==> run_1/layer_met3.png <==
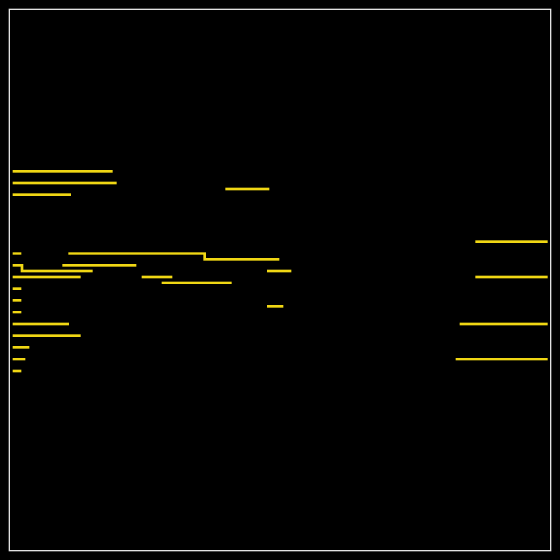
==> run_1/congestion.png <==
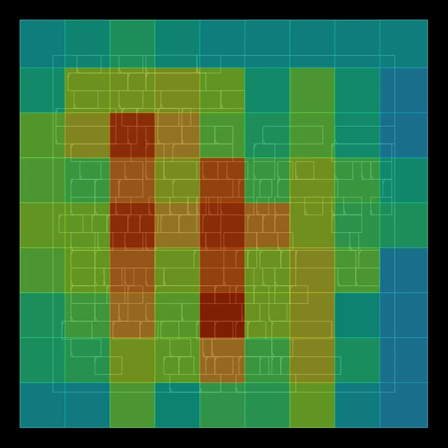
==> run_1/logic_types.png <==
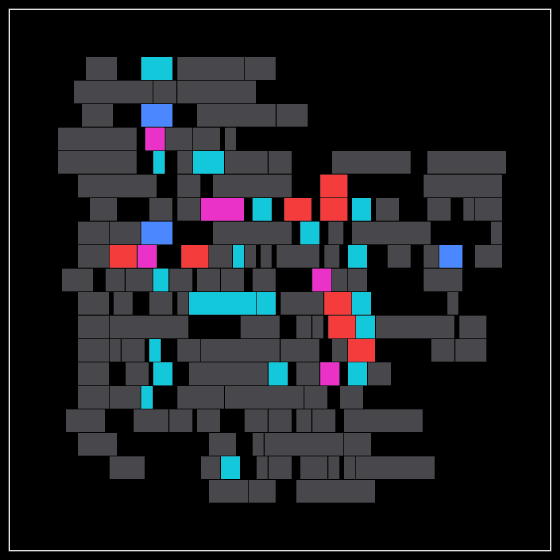
### config.mk
export PLATFORM = sky130hd
export DESIGN_NAME = nto2n_decoder_seq
export DESIGN_NICKNAME = d
export VERILOG_FILES = /design/src/rtl/nto2n_decoder_seq.sv
export SDC_FILE = /design/constraint.sdc
export NUM_CORES = 1
export LEC_CHECK = 0
export CAP_MARGIN = 25
export CELL_PAD_IN_SITES_DETAIL_PLACEMENT = 0
export CELL_PAD_IN_SITES_GLOBAL_PLACEMENT = 1
export CORE_MARGIN = 5
export CORE_UTILIZATION = 34
export CTS_BUF_LIST = sky130_fd_sc_hd__clkbuf_8
export CTS_CLUSTER_SIZE = 14
export DETAILED_ROUTE_END_ITERATION = 10
export GPL_TIMING_DRIVEN = 1
export HOLD_SLACK_MARGIN = 0.1
export PLACE_DENSITY = 0.83
export SYNTH_ARGS = -nofsm -noshare
export SYNTH_HDL_FRONTEND = slang
export SYNTH_SLANG_ARGS = --single-unit
### constraint.sdc
create_clock -name clk_i -period 1.81 [get_ports clk_i]
set_input_delay 0.362 -clock clk_i [delete_from_list [all_inputs] [get_ports clk_i]]
set_output_delay 0.362 -clock clk_i [all_outputs]
set_load 0.02 [all_outputs]
### src/rtl/nto2n_decoder_seq.sv
// Registered N-to-2^N one-hot decoder with an internal index register.
// The index is loaded, stepped, or auto-run at a programmable period; z tracks idx every cycle.
module nto2n_decoder_seq #(
  parameter int N  = 2,
  parameter int PW = 8,
  localparam int W = 1 << N
) (
  input  logic          clk_i,
  input  logic          rst_ni,
  input  logic          load_i,
  input  logic [N-1:0]  idx_i,
  input  logic          step_i,
  input  logic          dir_i,
  input  logic          run_i,
  input  logic [PW-1:0] period_i,
  input  logic          en_i,
  output logic [W-1:0]  z_o,
  output logic [N-1:0]  idx_o,
  output logic          wrap_o
);

  logic [N-1:0]  idx_q, idx_d;
  logic [W-1:0]  z_q, z_d;
  logic          wrap_q, wrap_d;
  logic [PW-1:0] cnt_q, cnt_d;
  logic          do_step;

  always_comb begin
    idx_d   = idx_q;
    cnt_d   = cnt_q;
    wrap_d  = 1'b0;
    do_step = 1'b0;

    if (load_i) begin
      idx_d = idx_i;
      cnt_d = '0;
    end else if (run_i) begin
      // A period lowered below the running count restarts the count without stepping.
      if (cnt_q == period_i) begin
        do_step = 1'b1;
        cnt_d   = '0;
      end else if (cnt_q > period_i) begin
        cnt_d = '0;
      end else begin
        cnt_d = cnt_q + PW'(1);
      end
    end else begin
      cnt_d   = '0;
      do_step = step_i;
    end

    if (do_step) begin
      if (dir_i) begin
        idx_d  = idx_q - N'(1);
        wrap_d = (idx_q == '0);
      end else begin
        idx_d  = idx_q + N'(1);
        wrap_d = (idx_q == {N{1'b1}});
      end
    end

    z_d = en_i ? ({{(W-1){1'b0}}, 1'b1} << idx_d) : '0;
  end

  always_ff @(posedge clk_i or negedge rst_ni) begin
    if (!rst_ni) begin
      idx_q  <= '0;
      z_q    <= '0;
      wrap_q <= 1'b0;
      cnt_q  <= '0;
    end else begin
      idx_q  <= idx_d;
      z_q    <= z_d;
      wrap_q <= wrap_d;
      cnt_q  <= cnt_d;
    end
  end

  assign z_o    = z_q;
  assign idx_o  = idx_q;
  assign wrap_o = wrap_q;

endmodule

==> design notes, run 1 <==
In the post-synthesis netlist, the biggest area contributors are sky130_fd_sc_hd__dfrtp_1 40%, sky130_fd_sc_hd__ha_1 12%, sky130_fd_sc_hd__nor4_1 6.0%, sky130_fd_sc_hd__xor2_1 4.7%, sky130_fd_sc_hd__inv_1 4.0%. For the met2 wire length, the log shows 1.401 mm. Summed over all layers, the global routing overflow is 0.

The timing-limited maximum frequency is 0.5372 GHz. Setup repair after global routing could not meet its margin everywhere. For the share of total power in the clock network, the log shows 28.6%.

The checks that failed: negative setup slack. Cell chosen for the clock root: sky130_fd_sc_hd__clkbuf_8. The power report lists the clock group at 0.266 mW. For the net switching component of the power, the log shows 0.2714 mW.

Per the layout area report, the combinational gate area comes to 648.1 um^2. With the power dissipated in sequential cells at 0.372 mW, the growth of design area from synthesis to finish is 68.00%. The run gives 102.8% for the final critical-path share of the clock period. Measured along the y axis, the die boundary spans 62.54 um. Summed over all cells, the static leakage comes to 0.7522 nW. Before placement the cells fill 34.63% of the core. With fillers left out, the area of the finished cells amounts to 0.001577 mm^2.

For the count of boundary I/O pins, the log shows 24. The largest area contributor in the synthesized netlist was sky130_fd_sc_hd__dfrtp_1. Logged for this run, the post-placement worst setup slack is -0.5517 ns. The count of buffers inserted at the top-level ports was 23.

With the area occupied by registers at 375.4 um^2, the share of power burned in combinational logic is 31.5%. The type of the tightest min-delay check is primary input to async pin. The run gives 0.293 mW for the combinational power. Mux cell area share after synthesis: 3.733%. The H-tree depth is 1, and the max-slew headroom at the worst pin is 62.63%. The number of iterations in the first detailed-routing pass is 4, and the final period demand of the worst path is 1.861 ns. Post-DP HPWL: 1.881 mm. The count of instances resized after the clock tree is built is 24.

Synthesis produced a netlist whose cell count is 95. The area share of fa/ha/maj cells after synthesis is 12.00%. With the ratio of routed vias to standard cells at 5.151, the number of placed cells counting well taps is 167. Top logic cell family in the synthesized netlist: simple AND/OR/NAND/NOR gates. The number of max-cap violations came out at 0. Dividing total power by cell area gives a power density of 590.6 mW/mm^2.

Setup violations remaining at the end of the flow were counted as 3. The classification of the worst setup path was flip-flop to flip-flop. Hold-check failures listed in the final report amount to 0.

TritonCTS built the clock tree. The stage logs contain a warning count of 28. The run gives 0.50 ns for the peak per-stage delay on the critical path.

In this run the core area contains 19 standard-cell rows. Leaving out fill and tap cells, the most frequent cells in the layout are 26 x sky130_fd_sc_hd__buf_4, 15 x sky130_fd_sc_hd__dfrtp_1, 13 x sky130_fd_sc_hd__clkdlybuf4s50_1, 8 x sky130_fd_sc_hd__nor4_1, 8 x sky130_fd_sc_hd__dlygate4sd2_1. The proportion of netlist area held by the largest area contributor was 40.00%; the reg2reg setup slack was -0.05 ns.

With the total power of the final layout at 0.9311 mW, the compound-gate portion of the synthesized area is 10.53%. The cell-mix breakdown from Yosys lists the simple-gate area share as 21.87%. The buffer-and-inverter tally for the worst setup path works out to 0. Averaged over all synthesized cells, the footprint is 9.878 um^2. Hold repair after CTS inserted 0 buffers. Summing every instance area after synthesis gives 938.4 um^2. The run finished, with violations left.

Once iteration 0 of detailed routing completed, the report listed 16 DRC markers. The chip occupies 0.003911 mm^2. Looking at the post-CTS report, the setup buffer insertion count equals 5. The global placement routability congestion was 0.7891.

For the register share after synthesis, the log shows 40.00%. The tools report the critical path capture point type as a flip-flop. The number of global-route vias before repair was 1031. At floorplan, the net count of the design was reported as 121. The cell family contributing the most delay on the critical path is simple AND/OR/NAND/NOR gates.

The worst setup path is launched from a flip-flop. The run gives 0.6597 mW as the internal power of the cells. The number of antenna diodes in the final layout is 0. Overall routing resource usage recorded by global route was 13.01%.

Yosys stat counts 95 cells in the synthesized netlist. The synthesized netlist contains 31 unique library cells. Per the post-route antenna check, the number of violating nets is 0. The switching share of power is 29.15%, and the post-detailed-route wirelength per cell is 14.89 um. The global-route wire length before repair is 4.284 mm, and the final clock skew is 0.005916 ns. The run gives 0.5595 mV as the peak supply drop. The run gives -0.05145 ns as the setup slack after layout. Per the layout report, the design carries 243 filler cells.

The highest layer touched by signal routing is met4. For reference, XOR and XNOR gates occupy 7.467% of the area reported after synthesis. Ranked by power, first place goes to sequential cells.

For this run, the post-layout net count is 175. The tools report the number of buffers created by CTS as 3. Among all stages on the critical path, the largest delay is contributed by sky130_fd_sc_hd__or4b_4.

The run gives 938.4 um^2 as the yosys-reported design area after synthesis. The core outline area is 0.002710 mm^2. Along the worst path, the maximum fanout reaches 2. The post-route netlist has 36.49% of its cells at a drive strength greater than 1.

The initial antenna violation count was 0; the post-synthesis sequential element count was 15. The required time reported for the critical path endpoint was 1.97 ns. The synthesis log from Yosys contains 0 warnings. Per STA, the worst path is made up of ha_4 > nand4_1 > o211a_1 > or4b_4 > nor3_2. The transition time of the tightest slew-check pin was 0.5594 ns. Entering global routing, the biggest net connects 16 pins. The tools report the area of placed instances as 0.001359 mm^2. The met1 wire length came out at 1.089 mm. For the worst setup path, the data arrival time is 2.02 ns. The skew report gives the latency at the later pin of the worst-skew pair as 0.25 ns. The CTS log lists the clock sinks for this run as 15.

The routed design uses 156 um of met3 wire. The power report attributes to the sequential group a share of 39.9%. Counting pins that exceed their max-slew limit in the final report gives 0.
About layer_met3.png:
longest straight run	15.6 um
main direction	horizontal
Routed WL: 2.666 mm
detailed-route via count: 922
GRT met3 Usage: 5.755%

About congestion.png:
utilization of the core after routing: 58.17%
met1 track demand over resource: 14.37%
grt peak-use layer: met2
met2 track demand over resource in global routing: 22.28%

About logic_types.png:
color	family	cells
red	XOR/XNOR gates	8
blue	AND-OR and OR-AND gates	3
cyan	NOR gates	19
magenta	AND and OR gates	5
dominant logic cell type in the layout: sky130_fd_sc_hd__buf_4
final cell count without fillers: 179
fraction of area in multi-input gates: 41.11%

[run 1: cells in the mapped netlist (all sizes together)]
cell    instances
o31ai           1
nor2            4
o22ai           1
nand2           2
a31oi           1
o21ai           1
inv            10
and3            4
a21bo           1
xnor2           3
nor3            3
o211a           1
or4b            1
nor4            9
nor2b           3
mux2i           2
nand4           2
dfrtp          15
o211ai          1
clkbuf          1
nand3           6
nand2b          1
ha              9
a21oi           4
a21o            1
xor2            5
a21boi          1
mux2            1
o21bai          1
[run 1: worst paths after layout]
path                                from        to  cells past startpoint
worst min-delay path              rst_ni  cnt_q[3]                      2
worst max-delay path            cnt_q[2]    z_o[3]                      5
worst min register to register  cnt_q[0]  cnt_q[0]                      2
min in group clk_i              cnt_q[0]  cnt_q[0]                      2
worst max register to register  cnt_q[2]    z_o[3]                      5
max in group asynchronous         rst_ni  cnt_q[7]                      2
[run 1: cells by family after synthesis]
family / Yosys count
AOI/OAI and AO/OA: 14
xor gates and xnor gates: 8
adders and majority gates: 9
buffers and inverters: 11
DFF: 15
muxes: 3
and+or+nand+nor: 35
[run 1: metrics by stage]
| step | hold WS (ns) | setup TNS, ns |
|---|---|---|
| after floorplan | 0.06641 | 0 |
| after global placement | 0.5584 | -5.441 |
| after detailed placement | 0.5650 | -6.439 |
| after CTS | 0.4403 | -0.1703 |
| after global routing | 0.4470 | -0.2196 |
| final | 0.4301 | -0.08952 |
[run 1: flip-flops by register name, summed over array words and instances (netlist names)]
name and count:
cnt_q 8, idx_o 2, wrap_o 1, z_o 4
[run 1: area by class of cell]
type | instances | area share, %
repair buffers | 50 | 27.38
well taps | 31 | 2.460
multi-input cells | 69 | 41.11
flip-flops and latches | 15 | 23.81
clock buffers | 3 | 2.619
clock inverters | 1 | 0.2381
inverters | 10 | 2.381
==> run_1/layer_met2.png <==
The bar under the picture is 20 um long.
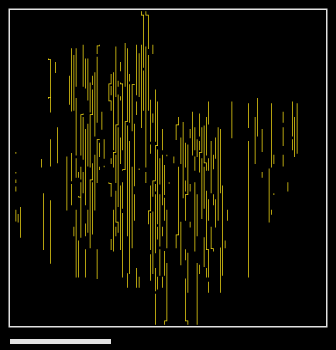

==> run 2, diff against run 1 <==
--- a/config.mk
+++ b/config.mk
@@ -5,17 +5,18 @@
 export SDC_FILE = /design/constraint.sdc
 export NUM_CORES = 1
 export LEC_CHECK = 0
+export ABC_AREA = 1
 export CAP_MARGIN = 25
 export CELL_PAD_IN_SITES_DETAIL_PLACEMENT = 0
 export CELL_PAD_IN_SITES_GLOBAL_PLACEMENT = 1
-export CORE_MARGIN = 5
-export CORE_UTILIZATION = 34
+export CORE_UTILIZATION = 33
 export CTS_BUF_LIST = sky130_fd_sc_hd__clkbuf_8
 export CTS_CLUSTER_SIZE = 14
 export DETAILED_ROUTE_END_ITERATION = 10
+export GPL_ROUTABILITY_DRIVEN = 0
 export GPL_TIMING_DRIVEN = 1
 export HOLD_SLACK_MARGIN = 0.1
-export PLACE_DENSITY = 0.83
+export PLACE_DENSITY = 0.84
 export SYNTH_ARGS = -nofsm -noshare
 export SYNTH_HDL_FRONTEND = slang
 export SYNTH_SLANG_ARGS = --single-unit
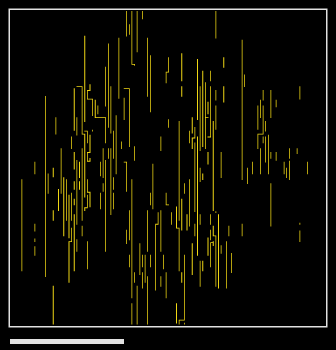
(run_2/layer_met2.png)
The bar under the picture is 20 um long.
nets with wire on the layer	136
wire length on this layer	931 um
longest straight run	31.6 um
main direction	vertical
share of all routed wire	50%
Routed WL: 1.880 mm
met2 track demand over resource in global routing: 25.47%
detailed-route via count: 816

==> design notes, run 2 <==
The flow ran to the end, and the final reports show no timing, DRC or antenna violations. The tools report the number of fill cells as 270 (was 243). Cell breakdown of the critical path: clkdlybuf4s50_1 > inv_1 > ha_1 > nand2_1 > nor2_2 > nand2_2 > nand2_4 > nand2_4 > nand2_1 > nand3_2 > nor2_1 (was ha_4 > nand4_1 > o211a_1 > or4b_4 > nor3_2). The largest area contributor in the synthesized netlist was sky130_fd_sc_hd__dfrtp_1 (unchanged).

The startpoint type of the worst setup path is a primary input (was a flip-flop). Number of diodes: 0 (unchanged). TritonCTS built the clock tree. The transition time of the tightest slew-check pin works out to 0.3468 ns (was 0.5594 ns).

The run gives 35.33% (was 68.00%) for the growth of design area from synthesis to finish. The internal power of the cells is 0.5957 mW (was 0.6597 mW). The number of endpoints with negative hold slack in the final report was 0 (unchanged). With the area of placed instances at 0.001219 mm^2 (was 0.001359 mm^2), the y dimension of the die is 55.43 um (was 62.54 um). The maximum number of pins on one net before global-route repair is 16 (unchanged), and the number of flip-flops in the largest register is 8 (unchanged). The tools report the area of all placed cells without fillers as 0.001275 mm^2 (was 0.001577 mm^2). The utilization after layout was 46.64% (was 58.17%); the timing-limited maximum frequency was 0.5959 GHz (was 0.5372 GHz). The proportion of netlist area held by the largest area contributor is 39.84% (was 40.00%). The share of total power in the clock network is 33.1% (was 28.6%).

The tools report the core outline area as 0.002734 mm^2 (was 0.002710 mm^2). Top register by number of flip-flops: cnt_q (unchanged). For the number of global-route vias before repair, the log shows 790 (was 1031). The tools report the yosys-reported design area after synthesis as 942.2 um^2 (was 938.4 um^2). The final critical-path share of the clock period is 92.71% (was 102.8%). The logs give 0.1319 ns (was -0.05145 ns) for the setup slack after layout and 0.4336 mV (was 0.5595 mV) for the peak supply drop.

The ratio of total power to cell area came out at 654.5 mW/mm^2 (was 590.6 mW/mm^2). The capture instance of the worst register-to-register path was z_o[3] (unchanged). For the total DRC errors in the routed layout, the log shows 0 (unchanged).

The fraction of power consumed by sequential logic was 43.4% (was 39.9%); the post-detailed-route wirelength per cell was 10.68 um (was 14.89 um). Global-route wire length before repair: 3.332 mm (was 4.284 mm). The post-DP HPWL was 1.478 mm (was 1.881 mm); the net switching component of the power was 0.2388 mW (was 0.2714 mW). The required time reported for the critical path endpoint was 1.99 ns (was 1.97 ns); the number of warning messages in the yosys log was 0 (unchanged). For the initial antenna violation count, the log shows 0 (unchanged).

The switching share of power works out to 28.61% (was 29.15%). The insertion delay to the later sink of the worst-skew pair was 0.24 ns (was 0.25 ns); the number of placement rows was 19 (unchanged). The run gives 172 (was 175) for the number of nets in the layout.

The run gives 0 (unchanged) for the count of flip-flops with a built-in enable after synthesis. The biggest fanout along the worst timing path was 6 (was 2). The setup-violating endpoint count in the final report was 0 (was 3); the ratio of routed vias to standard cells was 4.636 (was 5.151).

The run gives 0.4254 ns (was 0.4301 ns) for the worst hold slack. The slowest library cell on the worst path is sky130_fd_sc_hd__clkdlybuf4s50_1 (was sky130_fd_sc_hd__or4b_4). The synthesized area per cell was 8.053 um^2 (was 9.878 um^2); the peak per-stage delay on the critical path was 0.46 ns (was 0.50 ns).

The number of cell instances after yosys synthesis came out at 117 (was 95). The clock-pin transition on the worst setup and hold timing paths was 0.07 ns (was 0.06 ns). The logs give 76.63% (was 62.63%) for the max-slew headroom at the worst pin and 0.001857 ns (was 0.005916 ns) for the final clock skew.

With the register share after synthesis at 39.84% (was 40.00%), the depth of the worst register-to-register path is 9 (was 5). The post-synthesis sequential element count was 15 (unchanged); the number of placed cells counting well taps was 172 (was 167). Top cells by area: sky130_fd_sc_hd__dfrtp_1 40%, sky130_fd_sc_hd__ha_1 12%, sky130_fd_sc_hd__nand2_1 9.2%, sky130_fd_sc_hd__nor2_1 7.2%, sky130_fd_sc_hd__inv_1 6.4% (was sky130_fd_sc_hd__dfrtp_1 40%, sky130_fd_sc_hd__ha_1 12%, sky130_fd_sc_hd__nor4_1 6.0%, sky130_fd_sc_hd__xor2_1 4.7%, sky130_fd_sc_hd__inv_1 4.0%).

The leakage power figure was 0.6410 nW (was 0.7522 nW). The run gives 1 (unchanged) for the H-tree depth. The reg2reg setup slack came out at 0.28 ns (was -0.05 ns). The cell chosen for the clock root is sky130_fd_sc_hd__clkbuf_8 (unchanged).

The count of boundary I/O pins came out at 24 (unchanged). The tools report the critical path capture point type as a flip-flop (unchanged). Violation count after the first detailed-routing iteration: 12 (was 16).

The number of distinct library cells after synthesis is 18 (was 31), and the number of max-cap violations is 0 (unchanged). Setup repair after global routing left no endpoint under its margin. The proportion of layout cells with a drive suffix above 1 was 13.10% (was 36.49%).

For the total congestion overflow, the log shows 0 (unchanged). The classification of the worst setup path was primary input to flip-flop (was flip-flop to flip-flop). For the number of buffers created by CTS, the log shows 3 (unchanged).

Type of the tightest min-delay check: primary input to async pin (unchanged). The run gives 0 (unchanged) for the final number of max-transition violations. Dominant cell by count in the synthesized netlist: sky130_fd_sc_hd__nand2_1 (was sky130_fd_sc_hd__dfrtp_1). The logs give 2 (unchanged) for the number of buffers on the longest clock path and 13.54% (was 13.01%) for the overall fraction of global-route tracks in use. The run gives 0 (unchanged) as the quantity of hold-fixing buffers added after cts. Setup TNS after final layout: 0 ns (was -0.08952 ns). The run gives 143 (was 121) as the synthesized net count.

The total standard cell area after synthesis came out at 942.2 um^2 (was 938.4 um^2). The critical path data arrival time came out at 1.85 ns (was 2.02 ns). The synthesized instance count was 117 (was 95); the share of flip-flops with an asynchronous set or reset was 100.0% (unchanged).

The run gives 375.4 um^2 (unchanged) as the area occupied by registers. Highest-count cells in the layout ignoring fill and taps: 23 x sky130_fd_sc_hd__nand2_1, 23 x sky130_fd_sc_hd__clkdlybuf4s50_1, 16 x sky130_fd_sc_hd__inv_1, 16 x sky130_fd_sc_hd__nor2_1, 15 x sky130_fd_sc_hd__dfrtp_1 (was 26 x sky130_fd_sc_hd__buf_4, 15 x sky130_fd_sc_hd__dfrtp_1, 13 x sky130_fd_sc_hd__clkdlybuf4s50_1, 8 x sky130_fd_sc_hd__nor4_1, 8 x sky130_fd_sc_hd__dlygate4sd2_1). The startpoint of the lowest-slack register-to-register path was cnt_q[3] (was cnt_q[2]). The logs give 0.003072 mm^2 (was 0.003911 mm^2) for the overall die area and 0.8345 mW (was 0.9311 mW) for the total power of the final layout. The tools report the combinational cell area excluding buffers and inverters as 516.7 um^2 (was 648.1 um^2). The number of nets with antenna violations after detailed routing was 0 (unchanged); the number of iterations in the first detailed-routing pass was 4 (unchanged). Post-synth top cells: 23 x sky130_fd_sc_hd__nand2_1, 18 x sky130_fd_sc_hd__nor2_1, 16 x sky130_fd_sc_hd__inv_1 (was 15 x sky130_fd_sc_hd__dfrtp_1, 10 x sky130_fd_sc_hd__inv_1, 9 x sky130_fd_sc_hd__ha_1, 9 x sky130_fd_sc_hd__nor4_1, 6 x sky130_fd_sc_hd__nand3_1). The final period demand of the worst path came out at 1.678 ns (was 1.861 ns). The tools report the share of power burned in combinational logic as 23.5% (was 31.5%). The run gives 23 (unchanged) for the count of buffers inserted at the top-level ports. The initial core utilization was 34.46% (was 34.63%); the post-place setup slack was -0.1495 ns (was -0.5517 ns). Dominant register cell in the synthesized netlist: sky130_fd_sc_hd__dfrtp_1 (unchanged). The clock sink count is 15 (unchanged), and the OpenROAD warning count is 26 (was 28). With the count of non-filler cells in the finished layout at 176 (was 179), the x dimension of the die is 55.43 um (was 62.54 um).
run 2: worst max-delay path by stage:
stage	from	endpoint	slack [ns]	cells past startpoint
2_1_floorplan	cnt_q[3]	z_o[2]	0.44	8
3_3_place_gp	period_i[7]	z_o[3]	-0.12	11
3_5_place_dp	period_i[7]	z_o[1]	-0.15	11
4_1_cts	period_i[7]	z_o[1]	0.10	11
5_1_grt	period_i[7]	z_o[1]	0.01	11
6_report	period_i[5]	z_o[3]	0.13	11
run 2: timing repair:
action | 4_1_cts | 5_1_grt
resized | 0 | 3
setup buffers | 0 | 0
setup endpoints to repair | 0 | 2
run 2: worst max-delay path, delay by kind of cell:
kind                     cells  cell delay (ns)
AND/OR/NAND/NOR              8             0.70
buffers and inverters        2             0.50
adder cells (fa/ha/maj)      1             0.28
run 2: layer usage:
metal,routed length [um],vias up,global-route usage [%]
met1,845,371,14.88
met4,10,0,4.286
met2,931,17,25.47
met3,93,2,3.044
met5,0,-,0
li1,-,426,-
run 2: power by group through the flow:
stage	Clock, mW	Sequential [mW]	Combinational [mW]
detailed placement	0	0.368	0.194
global placement	0	0.369	0.191
finish	0.277	0.362	0.196
floorplan	0	0.386	0.0816
CTS	0.284	0.362	0.195
global route	0.301	0.363	0.217
run 2: layout make-up:
type / instances / share of cell area [%]
Clock buffer: 3 / 3.238
Clock inverter: 1 / 0.3925
Inverter: 16 / 4.711
Multi-Input combinational cell: 86 / 40.53
Sequential cell: 15 / 29.44
Tap cell: 31 / 3.042
Timing Repair Buffer: 24 / 18.65
run 2: cells by family (layout without fill, tap and decap cells):
logic type                 after synthesis  after routing  synth area share, %
AOI/OAI and AO/OA                        9              9                5.578
xor gates and xnor gates                 5              5                4.648
buffers and inverters                   16             44                6.375
and+or+nand+nor                         63             63                31.61
DFF                                     15             15                39.84
adders and majority gates                9              9                11.95
==> run 3, diff against run 2 <==
--- a/config.mk
+++ b/config.mk
@@ -6,7 +6,6 @@
 export NUM_CORES = 1
 export LEC_CHECK = 0
 export ABC_AREA = 1
-export CAP_MARGIN = 25
 export CELL_PAD_IN_SITES_DETAIL_PLACEMENT = 0
 export CELL_PAD_IN_SITES_GLOBAL_PLACEMENT = 1
 export CORE_UTILIZATION = 33
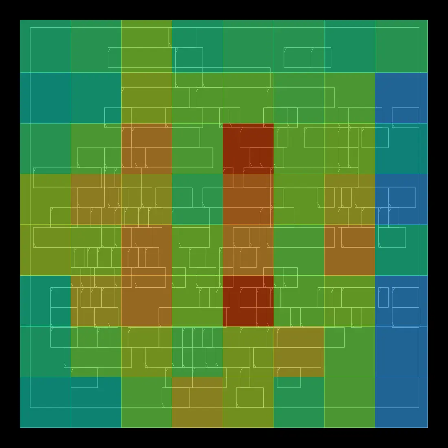
(run_3/congestion.png)
met1 track demand over resource: 14.88%
average wire per standard cell: 10.68 um

==> design notes, run 3 <==
The wire length reported by the detailed router was 1.880 mm (unchanged). The final critical-path share of the clock period is 92.71% (unchanged). The classification of the worst setup path was primary input to flip-flop (unchanged).

The proportion of netlist area held by the largest area contributor works out to 39.84% (unchanged). The run gives 0 (unchanged) for the number of nets with antenna violations after detailed routing. The largest area contributor in the synthesized netlist is sky130_fd_sc_hd__dfrtp_1 (unchanged).

The tools report the post-DP HPWL as 1.478 mm (unchanged). Area of all placed cells without fillers: 0.001275 mm^2 (unchanged). The peak per-stage delay on the critical path is 0.46 ns (about the same). The register share after synthesis is 39.84% (unchanged), and the proportion of layout cells with a drive suffix above 1 is 13.10% (unchanged). The amount of wire on met3 after detailed routing was 93 um (unchanged); the core outline area was 0.002734 mm^2 (unchanged). Global routing's busiest layer: met2 (unchanged). Overall die area: 0.003072 mm^2 (unchanged).

Transition time of the tightest slew-check pin: 0.3468 ns (unchanged). The dominant register cell in the synthesized netlist was sky130_fd_sc_hd__dfrtp_1 (unchanged). Cell chosen for the clock root: sky130_fd_sc_hd__clkbuf_8 (unchanged). The run gives 0.6410 nW (unchanged) as the leakage power figure.

Met3 usage in global routing: 3.044% (unchanged). The run gives 26 (unchanged) for the OpenROAD warning count. The count of boundary I/O pins was 24 (unchanged). The clock-pin transition on the worst setup and hold timing paths works out to 0.07 ns (about the same). TritonCTS built the clock tree.

The logs give 0.1319 ns (unchanged) for the setup slack after layout and 76.63% (unchanged) for the max-slew headroom at the worst pin. With the yosys-reported design area after synthesis at 942.2 um^2 (unchanged), the setup-violating endpoint count in the final report is 0 (unchanged). Post-synth top cells: 23 x sky130_fd_sc_hd__nand2_1, 18 x sky130_fd_sc_hd__nor2_1, 16 x sky130_fd_sc_hd__inv_1 (unchanged). The buffer-and-inverter tally for the worst setup path works out to 2 (unchanged).

The share of flip-flops with an asynchronous set or reset was 100.0% (unchanged); the post-place setup slack was -0.1495 ns (unchanged). The startpoint of the lowest-slack register-to-register path is cnt_q[3] (unchanged). The insertion delay to the later sink of the worst-skew pair was 0.24 ns (about the same); the number of placement rows was 19 (unchanged).

The met1 wire length is 845 um (unchanged), and the number of flip-flops in the largest register is 8 (unchanged). Area of placed instances: 0.001219 mm^2 (unchanged). The number of buffers on the longest clock path is 2 (unchanged), and the synthesized area per cell is 8.053 um^2 (unchanged). The violation count after the first detailed-routing iteration is 12 (unchanged). The growth of design area from synthesis to finish came out at 35.33% (unchanged). The run gives 0 ns (unchanged) as the setup TNS after final layout.

The type of the tightest min-delay check is primary input to async pin (unchanged). Cell breakdown of the critical path: clkdlybuf4s50_1 > inv_1 > ha_1 > nand2_1 > nor2_2 > nand2_2 > nand2_4 > nand2_4 > nand2_1 > nand3_2 > nor2_1 (unchanged). The count of buffers inserted at the top-level ports is 23 (unchanged). The number of nets in the layout was 172 (unchanged). The tools report the number of endpoints with negative hold slack in the final report as 0 (unchanged). The number of cell instances after yosys synthesis came out at 117 (unchanged).

The top register by number of flip-flops was cnt_q (unchanged). The tools report the met2 wire length as 931 um (unchanged). The run gives 0 (unchanged) for the count of flip-flops with a built-in enable after synthesis.

The total standard cell area after synthesis is 942.2 um^2 (unchanged). Total power of the final layout: 0.8345 mW (unchanged). The utilization after layout was 46.64% (unchanged); the initial core utilization was 34.46% (unchanged). With the number of diodes at 0 (unchanged), the synthesized instance count is 117 (unchanged). The total congestion overflow is 0 (unchanged), and the post-synthesis sequential element count is 15 (unchanged). With the number of max-cap violations at 0 (unchanged), the synthesized net count is 143 (unchanged). The slowest library cell on the worst path is sky130_fd_sc_hd__clkdlybuf4s50_1 (unchanged).

Biggest fanout along the worst timing path: 6 (unchanged). The global-route wire length before repair came out at 3.332 mm (unchanged). Top cells by area: sky130_fd_sc_hd__dfrtp_1 40%, sky130_fd_sc_hd__ha_1 12%, sky130_fd_sc_hd__nand2_1 9.2%, sky130_fd_sc_hd__nor2_1 7.2%, sky130_fd_sc_hd__inv_1 6.4% (unchanged).

The startpoint type of the worst setup path is a primary input (unchanged). For the clock sink count, the log shows 15 (unchanged). The maximum number of pins on one net before global-route repair was 16 (unchanged). The number of global-route vias before repair is 790 (unchanged). For the total DRC errors in the routed layout, the log shows 0 (unchanged). The depth of the worst register-to-register path works out to 9 (unchanged). The tools report the capture instance of the worst register-to-register path as z_o[3] (unchanged). The final period demand of the worst path works out to 1.678 ns (unchanged). The tools report the critical path data arrival time as 1.85 ns (about the same). The total vias in the final route was 816 (unchanged); the final number of max-transition violations was 0 (unchanged). The H-tree depth was 1 (unchanged). The dominant delay contributor by cell family on the critical path is simple AND/OR/NAND/NOR gates (unchanged). Peak supply drop: 0.4336 mV (unchanged). The flow ran to the end, and the final reports show no timing, DRC or antenna violations. The number of setup buffers added after CTS was 0 (unchanged); the number of iterations in the first detailed-routing pass was 4 (unchanged). Setup repair after global routing left no endpoint under its margin. Required time reported for the critical path endpoint: 1.99 ns (about the same).

The ratio of total power to cell area came out at 654.5 mW/mm^2 (unchanged). The worst hold slack came out at 0.4254 ns (unchanged). The run gives 0.001857 ns (unchanged) for the final clock skew. The x dimension of the die came out at 55.43 um (unchanged). The global routing met2 resource utilization was 25.47% (unchanged).

The run gives 0.5959 GHz (unchanged) for the timing-limited maximum frequency.
==> run 3: cell counts after synthesis <==
Identical to the previous run, type by type.
==> run 3: how the worst max path moves through the flow <==
stage	cells past startpoint	slack, ns	endpoint	from
detailed placement	11	-0.15	z_o[1]	period_i[7]
global placement	11	-0.12	z_o[3]	period_i[7]
global route	11	0.01	z_o[1]	period_i[7]
CTS	11	0.10	z_o[1]	period_i[7]
finish	11	0.13	z_o[3]	period_i[5]
floorplan	8	0.44	z_o[2]	cnt_q[3]
==> run 3: logic make-up (layout without fill, tap and decap cells) <==
| family | after synthesis | count (layout) | synth area share [%] |
|---|---|---|---|
| fa+ha+maj | 9 | 9 | 11.95 |
| xor+xnor | 5 | 5 | 4.648 |
| simple gates | 63 | 63 | 31.61 |
| flops | 15 | 15 | 39.84 |
| buf+inv | 16 | 44 | 6.375 |
| compound gates | 9 | 9 | 5.578 |
==> run 3: timing repair <==
item                                    4_1_cts  5_1_grt
hold buffers                                  0        0
resized                                       0        3
endpoints found under the setup margin        0        2
==> run 3: layout make-up <==
| type | count | area, um^2 |
|---|---|---|
| Tap cell | 31 | 38.79 |
| Clock buffer | 3 | 41.29 |
| Inverter | 16 | 60.06 |
| Fill cell | 270 | 1459 |
| Sequential cell | 15 | 375.4 |
| Clock inverter | 1 | 5.005 |
| Timing Repair Buffer | 24 | 237.7 |
| Multi-Input combinational cell | 86 | 516.7 |
==> run 3: power by group <==
part | switching [mW] | leakage (nW) | internal (mW)
Sequential | 0.00998 | 0.202 | 0.352
Combinational | 0.104 | 0.413 | 0.0914
Clock | 0.124 | 0.0255 | 0.152

==> notes/layouts.md <==
Pictures saved along the way, in no particular order.

Sequential cells colored by netlist name.
The bar under the picture is 20 um long. Other sequential cells in the stronger gray, the rest of the logic in the fainter gray.
picture 1
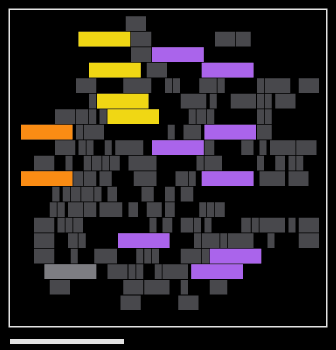
picture 2
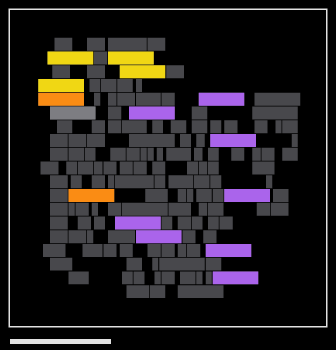
picture 2 -> run 1
picture 1 -> run 3
Of these, largest die: picture 2

Key to picture 1:
color	name in the netlist	sequential cells
yellow	`z_o`	4
purple	`cnt_q`	8
orange	`idx_o`	2

Power and IR drop assume default switching activity.
